<file path="config.mk">
export PLATFORM = sky130hd
export DESIGN_NAME = uart_axi_arbiter
export DESIGN_NICKNAME = d
export VERILOG_FILES = /design/src/rtl/uart_axi_arbiter.sv
export SDC_FILE = /design/constraint.sdc
export NUM_CORES = 1
export LEC_CHECK = 0
export CORE_UTILIZATION = 47
export CTS_CLUSTER_SIZE = 10
export DETAILED_ROUTE_END_ITERATION = 12
export PLACE_DENSITY = 0.8
export SKIP_CTS_REPAIR_TIMING = 1
export SLEW_MARGIN = 20
export SYNTH_ARGS = -nofsm -noshare
export SYNTH_HDL_FRONTEND = slang
export SYNTH_SLANG_ARGS = --single-unit
</file>
<file path="constraint.sdc">
create_clock -name clk -period 1.94 [get_ports clk]
set_input_delay 0.388 -clock clk [delete_from_list [all_inputs] [get_ports clk]]
set_output_delay 0.388 -clock clk [all_outputs]
set_load 0.03 [all_outputs]
</file>
<file path="src/rtl/uart_axi_arbiter.sv">
// uart_axi_arbiter: shares one AXI4-lite master port between two single-beat
// register clients. Client 0 is the UART loader/receive path and client 1 is
// the output/transmit path. Pending requests are served one at a time with
// round-robin fairness.
// Optional statistics counters (c0_count, c1_count, stall_count) are built
// only when the macro UART_AXI_ARB_STATS_EN is defined.

module uart_axi_arbiter #(
    parameter int ADDR_W = 4,
    parameter int DATA_W = 32
) (
    input  logic              clk,
    input  logic              rstn,

    // client 0: loader / receive path
    input  logic              c0_en,
    input  logic              c0_we,
    input  logic [ADDR_W-1:0] c0_addr,
    input  logic [DATA_W-1:0] c0_wdata,
    output logic [DATA_W-1:0] c0_rdata,
    output logic              c0_done,
    output logic              c0_busy,
    output logic              c0_err,

    // client 1: output / transmit path
    input  logic              c1_en,
    input  logic              c1_we,
    input  logic [ADDR_W-1:0] c1_addr,
    input  logic [DATA_W-1:0] c1_wdata,
    output logic [DATA_W-1:0] c1_rdata,
    output logic              c1_done,
    output logic              c1_busy,
    output logic              c1_err,

`ifdef UART_AXI_ARB_STATS_EN
    // statistics
    output logic [15:0]       c0_count,
    output logic [15:0]       c1_count,
    output logic [15:0]       stall_count,
`endif

    // AXI4-lite read address / data
    output logic [ADDR_W-1:0] axi_araddr,
    output logic              axi_arvalid,
    input  logic              axi_arready,
    input  logic [DATA_W-1:0] axi_rdata,
    input  logic [1:0]        axi_rresp,
    input  logic              axi_rvalid,
    output logic              axi_rready,

    // AXI4-lite write address / data / response
    output logic [ADDR_W-1:0] axi_awaddr,
    output logic              axi_awvalid,
    input  logic              axi_awready,
    output logic [DATA_W-1:0] axi_wdata,
    output logic [3:0]        axi_wstrb,
    output logic              axi_wvalid,
    input  logic              axi_wready,
    input  logic [1:0]        axi_bresp,
    input  logic              axi_bvalid,
    output logic              axi_bready
);

    typedef enum logic [2:0] {
        IDLE,
        RD_A,
        RD_D,
        WR,
        WR_B,
        DONE
    } state_t;

    state_t state;
    state_t next_state;

    // per-client pending slots
    logic              pend0;
    logic              slot0_we;
    logic [ADDR_W-1:0] slot0_addr;
    logic [DATA_W-1:0] slot0_wdata;
    logic              pend1;
    logic              slot1_we;
    logic [ADDR_W-1:0] slot1_addr;
    logic [DATA_W-1:0] slot1_wdata;

    // transaction in service
    logic              cur;
    logic              last_grant;
    logic [ADDR_W-1:0] cur_addr;
    logic [DATA_W-1:0] cur_wdata;
    logic [3:0]        cur_wstrb;
    logic              aw_ok;
    logic              w_ok;

    // per-client results
    logic [DATA_W-1:0] rdata0;
    logic [DATA_W-1:0] rdata1;
    logic              err0;
    logic              err1;

    // arbitration and handshake helpers
    logic              grant_any;
    logic              grant_id;
    logic              grant_we;
    logic [ADDR_W-1:0] grant_addr;
    logic [DATA_W-1:0] grant_wdata;
    logic              aw_hs;
    logic              w_hs;
    logic              rd_finish;
    logic              wr_finish;
    logic              finish;

    // Round-robin choice: a lone pending slot wins outright, a tie goes to
    // the client that was not granted last.
    always_comb begin
        grant_any   = 1'b0;
        grant_id    = 1'b0;
        if (pend0 && pend1) begin
            grant_any = 1'b1;
            grant_id  = ~last_grant;
        end else if (pend0) begin
            grant_any = 1'b1;
            grant_id  = 1'b0;
        end else if (pend1) begin
            grant_any = 1'b1;
            grant_id  = 1'b1;
        end
        grant_we    = grant_id ? slot1_we    : slot0_we;
        grant_addr  = grant_id ? slot1_addr  : slot0_addr;
        grant_wdata = grant_id ? slot1_wdata : slot0_wdata;
    end

    assign aw_hs     = axi_awvalid && axi_awready;
    assign w_hs      = axi_wvalid && axi_wready;
    assign rd_finish = (state == RD_D) && axi_rvalid && axi_rready;
    assign wr_finish = (state == WR_B) && axi_bvalid && axi_bready;
    assign finish    = rd_finish || wr_finish;

    // State register; reset drops any transaction in flight immediately.
    always_ff @(posedge clk or negedge rstn) begin
        if (!rstn) begin
            state <= IDLE;
        end else begin
            state <= next_state;
        end
    end

    // Next-state decode and handshake/pulse outputs derived from the state.
    always_comb begin
        next_state  = state;
        axi_arvalid = 1'b0;
        axi_rready  = 1'b0;
        axi_awvalid = 1'b0;
        axi_wvalid  = 1'b0;
        axi_bready  = 1'b0;
        c0_done     = 1'b0;
        c1_done     = 1'b0;
        case (state)
            IDLE: begin
                if (grant_any) begin
                    next_state = grant_we ? WR : RD_A;
                end
            end
            RD_A: begin
                axi_arvalid = 1'b1;
                if (axi_arready) begin
                    next_state = RD_D;
                end
            end
            RD_D: begin
                axi_rready = 1'b1;
                if (axi_rvalid) begin
                    next_state = DONE;
                end
            end
            WR: begin
                axi_awvalid = !aw_ok;
                axi_wvalid  = !w_ok;
                if ((aw_ok || (axi_awready && !aw_ok)) &&
                    (w_ok || (axi_wready && !w_ok))) begin
                    next_state = WR_B;
                end
            end
            WR_B: begin
                axi_bready = 1'b1;
                if (axi_bvalid) begin
                    next_state = DONE;
                end
            end
            DONE: begin
                c0_done    = !cur;
                c1_done    = cur;
                next_state = IDLE;
            end
            default: begin
                next_state = IDLE;
            end
        endcase
    end

    // Latch the granted request and track which write channels are accepted.
    always_ff @(posedge clk or negedge rstn) begin
        if (!rstn) begin
            cur        <= 1'b0;
            last_grant <= 1'b1;
            cur_addr   <= '0;
            cur_wdata  <= '0;
            cur_wstrb  <= 4'h0;
            aw_ok      <= 1'b0;
            w_ok       <= 1'b0;
        end else begin
            if (state == IDLE && grant_any) begin
                cur        <= grant_id;
                last_grant <= grant_id;
                cur_addr   <= grant_addr;
                aw_ok      <= 1'b0;
                w_ok       <= 1'b0;
                if (grant_we) begin
                    cur_wdata <= grant_wdata;
                    cur_wstrb <= 4'hF;
                end
            end else if (state == WR) begin
                if (aw_hs) begin
                    aw_ok <= 1'b1;
                end
                if (w_hs) begin
                    w_ok <= 1'b1;
                end
            end
        end
    end

    // Client 0 slot: capture when idle, release when its transaction ends.
    always_ff @(posedge clk or negedge rstn) begin
        if (!rstn) begin
            pend0       <= 1'b0;
            slot0_we    <= 1'b0;
            slot0_addr  <= '0;
            slot0_wdata <= '0;
        end else begin
            if (finish && !cur) begin
                pend0 <= 1'b0;
            end
            if (c0_en && !pend0) begin
                pend0       <= 1'b1;
                slot0_we    <= c0_we;
                slot0_addr  <= c0_addr;
                slot0_wdata <= c0_wdata;
            end
        end
    end

    // Client 1 slot: capture when idle, release when its transaction ends.
    always_ff @(posedge clk or negedge rstn) begin
        if (!rstn) begin
            pend1       <= 1'b0;
            slot1_we    <= 1'b0;
            slot1_addr  <= '0;
            slot1_wdata <= '0;
        end else begin
            if (finish && cur) begin
                pend1 <= 1'b0;
            end
            if (c1_en && !pend1) begin
                pend1       <= 1'b1;
                slot1_we    <= c1_we;
                slot1_addr  <= c1_addr;
                slot1_wdata <= c1_wdata;
            end
        end
    end

    // Return read data and response status to the client being served.
    always_ff @(posedge clk or negedge rstn) begin
        if (!rstn) begin
            rdata0 <= '0;
            rdata1 <= '0;
            err0   <= 1'b0;
            err1   <= 1'b0;
        end else if (rd_finish) begin
            if (cur) begin
                rdata1 <= axi_rdata;
                err1   <= (axi_rresp != 2'b00);
            end else begin
                rdata0 <= axi_rdata;
                err0   <= (axi_rresp != 2'b00);
            end
        end else if (wr_finish) begin
            if (cur) begin
                err1 <= (axi_bresp != 2'b00);
            end else begin
                err0 <= (axi_bresp != 2'b00);
            end
        end
    end

    assign c0_busy    = pend0;
    assign c1_busy    = pend1;
    assign c0_rdata   = rdata0;
    assign c1_rdata   = rdata1;
    assign c0_err     = err0;
    assign c1_err     = err1;
    assign axi_araddr = cur_addr;
    assign axi_awaddr = cur_addr;
    assign axi_wdata  = cur_wdata;
    assign axi_wstrb  = cur_wstrb;

`ifdef UART_AXI_ARB_STATS_EN
    logic [1:0] in_service;
    logic [1:0] waiting;

    assign in_service = (state == IDLE) ? 2'b00 : (cur ? 2'b10 : 2'b01);
    assign waiting    = {pend1, pend0} & ~in_service;

    // Completion counters wrap; the stall counter saturates.
    always_ff @(posedge clk or negedge rstn) begin
        if (!rstn) begin
            c0_count    <= 16'h0000;
            c1_count    <= 16'h0000;
            stall_count <= 16'h0000;
        end else begin
            if (c0_done) begin
                c0_count <= c0_count + 16'h0001;
            end
            if (c1_done) begin
                c1_count <= c1_count + 16'h0001;
            end
            if ((waiting != 2'b00) && (stall_count != 16'hFFFF)) begin
                stall_count <= stall_count + 16'h0001;
            end
        end
    end
`endif

endmodule

</file>
Figure 1. A small window of the routed layout.
Bar = 10 um. Region (53, 27) to (78, 52) um. Cells in gray, sequential cells in the stronger gray; small squares are vias.
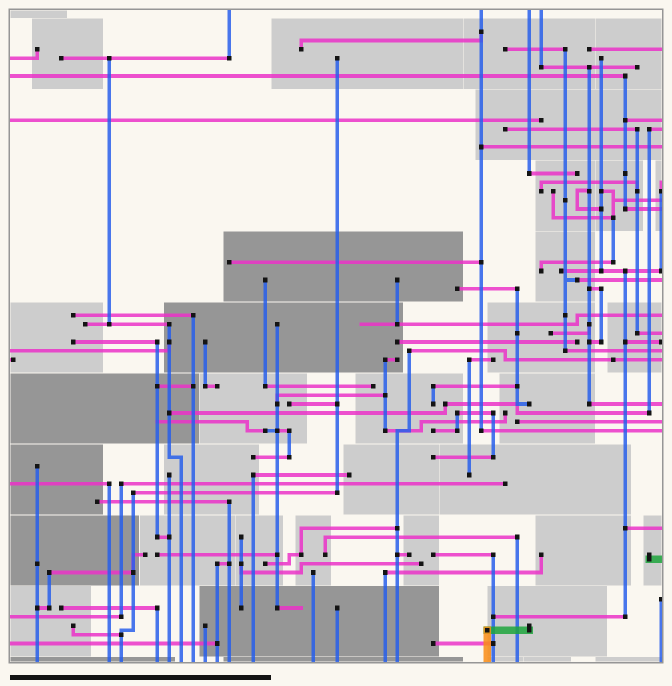
| color | layer |
|---|---|
| green | metal 3 |
| blue | metal 2 |
| magenta | metal 1 |
| orange | metal 4 |
most frequent: dfrtp_1 (5), mux2_2 (4)
sequential cells in the window: 5
cells with their middle in the window: 28

Figure 2. Placed standard cells.
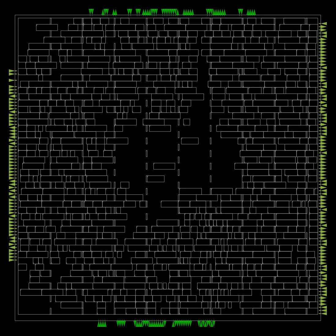
utilization after layout: 0.6827
sequential cell area share: 0.4129
Final Non-Filler Cells: 1013
Core Footprint: 16520 um^2

==> qor.txt <==
# port buffers: 237
Sum of routed wire length over all layers: 19300 um
Vias in the first global route: 5678
Largest class: registers
Top Layout Cells: 223 x clkdlybuf4s50_1, 183 x dfrtp_1, 82 x mux2_2, 60 x mux2_4, 43 x a21oi_1
First-pass GRT wire length: 31190 um
Drc violations: 0
Total GRT Usage: 0.2314
Rows: 47
Total congestion overflow: 0
Clock buffer cells: 18
Ratio of final minimum period to clock period: 0.9854
Buffering overhead: 0.2459
Yosys Instances: 534
Most popular library cell in the synthesized design by count: dfrtp_1
Area leader share: 0.5840
Syn Area/Cell: 14.85 um^2
Worst slack on hold paths: 440.6 ps
Req. time, crit path: 1550 ps
Number of nets in the finished design: 899
Synth mux share: 0.2781
Synthesis area per yosys: 7928 um^2
Cell type group with the largest total delay on the critical path: buffers and inverters
Arrival time reported for the critical path endpoint: 1520 ps
Fp util: 0.4797
Initial DRC count: 253
Count of endpoints failing hold in the final timing report: 0
Synth top area cells: dfrtp_1 58%, mux2_2 12%, mux2_4 11%, mux2i_1 4.8%, a21oi_1 2.7%
Cell-by-cell trace of the critical path: clkdlybuf4s50_1
Antenna diode instance count: 0
FF+latch count: 186
Hpwl dp: 13530 um
Simple-gate share of the synthesized area: 0.02809
Number of tap cells inserted: 220
Summed instance area of the synthesized netlist: 7928 um^2
Run status: completed
Wire length per cell: 19.05 um
Largest net degree at the start of global routing: 66
RSZ-0062 raised after global routing: yes
I/O pin count: 238
Fillers: 1118
Weighted congestion reported at the end of routability-driven placement: 0.8395
Tightest slew margin relative to the limit: 0.7408
Chip width: 131.9 um
H-Tree Level Count: 4
Inserted Clock Buffers: 17
Skew-Pair Late Insertion Delay: 430 ps
P_leak: 4.913 nW
Leading post-synthesis cells by instance count: 185 x dfrtp_1, 82 x mux2_2, 60 x mux2_4
Post-layout total power: 21.22 mW
Number of nets produced by synthesis: 653
FA/HA/MAJ Cells, Area Fraction: 0
Longest individual stage delay on the worst path: 710 ps
Clk Tree Root Cell: clkbuf_16
Number of buffers between clock root and the deepest sink: 2
Number of logged tool warnings: 27
Clock skew: 8.107 ps
Antenna viol nets, final: 0
Fraction of the yosys area taken by sequential cells: 0.5873
Post-synthesis to final-layout area growth: 42.31%
Setup violators final: 0
Post-synthesis cell count: 534
Final TNS setup: 0 ps
Clock transition at the registers of the reported paths: 70 ps
Critical path class: register to output port
Via count: 5338
ClkCell Share: 0.04991
Number of inverters outside the clock class in the layout: 3
Number of flops mapped to enable cells by yosys: 0
Drt via density: 5.269
Figure 3. Selected gate families.
Bar = 50 um.
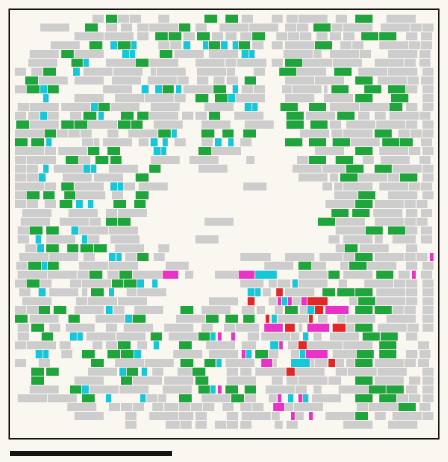
| color | family | cells |
|---|---|---|
| red | NAND gates | 11 |
| green | multiplexers | 180 |
| cyan | inverting AOI/OAI gates | 81 |
| magenta | NOR gates | 22 |
most common cell after layout, fill and taps aside: clkdlybuf4s50_1
multi-input logic portion of the cell area: 0.2659

==> final timing paths <==
kind | from | endpoint | slack, ps | depth (start not counted)
setup / recovery | c0_rdata[7] | c0_rdata[7] | 30 | 1
hold / removal | rstn | c0_rdata[28] | 440 | 2
setup reg to reg | state[0] | c1_rdata[6] | 180 | 7
hold reg to reg | c1_rdata[31] | c1_rdata[31] | 510 | 1
max in group asynchronous | rstn | last_grant | 810 | 3
min in group clk | c1_rdata[31] | c1_rdata[31] | 510 | 1
==> cell families (layout without fill, tap and decap cells) <==
family | after synthesis | after routing
AOI/OAI and AO/OA | 87 | 87
buffers and inverters | 47 | 306
muxes | 180 | 180
and+or+nand+nor | 34 | 34
DFF | 186 | 186
==> flip-flops by register name, summed over array words and instances, names as in the netlist, 3 cells and up <==
name,flops
slot1_wdata,32
slot0_wdata,32
c0_rdata,32
state,3
slot0_addr,4
axi_araddr,4
slot1_addr,4
axi_wdata,32
c1_rdata,32
==> routing by layer <==
| metal | part of all wire | global-route usage | vias to the layer above |
|---|---|---|---|
| li1 | - | - | 2418 |
| met4 | 0.018 | 0.08398 | 0 |
| met1 | 0.42 | 0.2900 | 2677 |
| met5 | 0 | 0 | - |
| met2 | 0.49 | 0.3777 | 215 |
| met3 | 0.074 | 0.07228 | 28 |
==> stage by stage <==
stage               cell area [um^2]  worst slack, ps
finish                         11280            28.25
global route                   11280           -46.61
CTS                            11190           -114.7
detailed placement             10630           -56.21
global placement               10630            13.40
floorplan                       7933            72.35
==> power by group <==
group          internal, mW  total (mW)  switching (mW)  leakage (nW)
logic                  5.23        10.8            5.57          2.43
registers              5.84        7.09            1.25          2.21
clock network          1.80        3.34            1.54         0.278
total                  12.9        21.2            8.36          4.91
Power figures rest on the tool's default switching activity, not on a simulated workload.
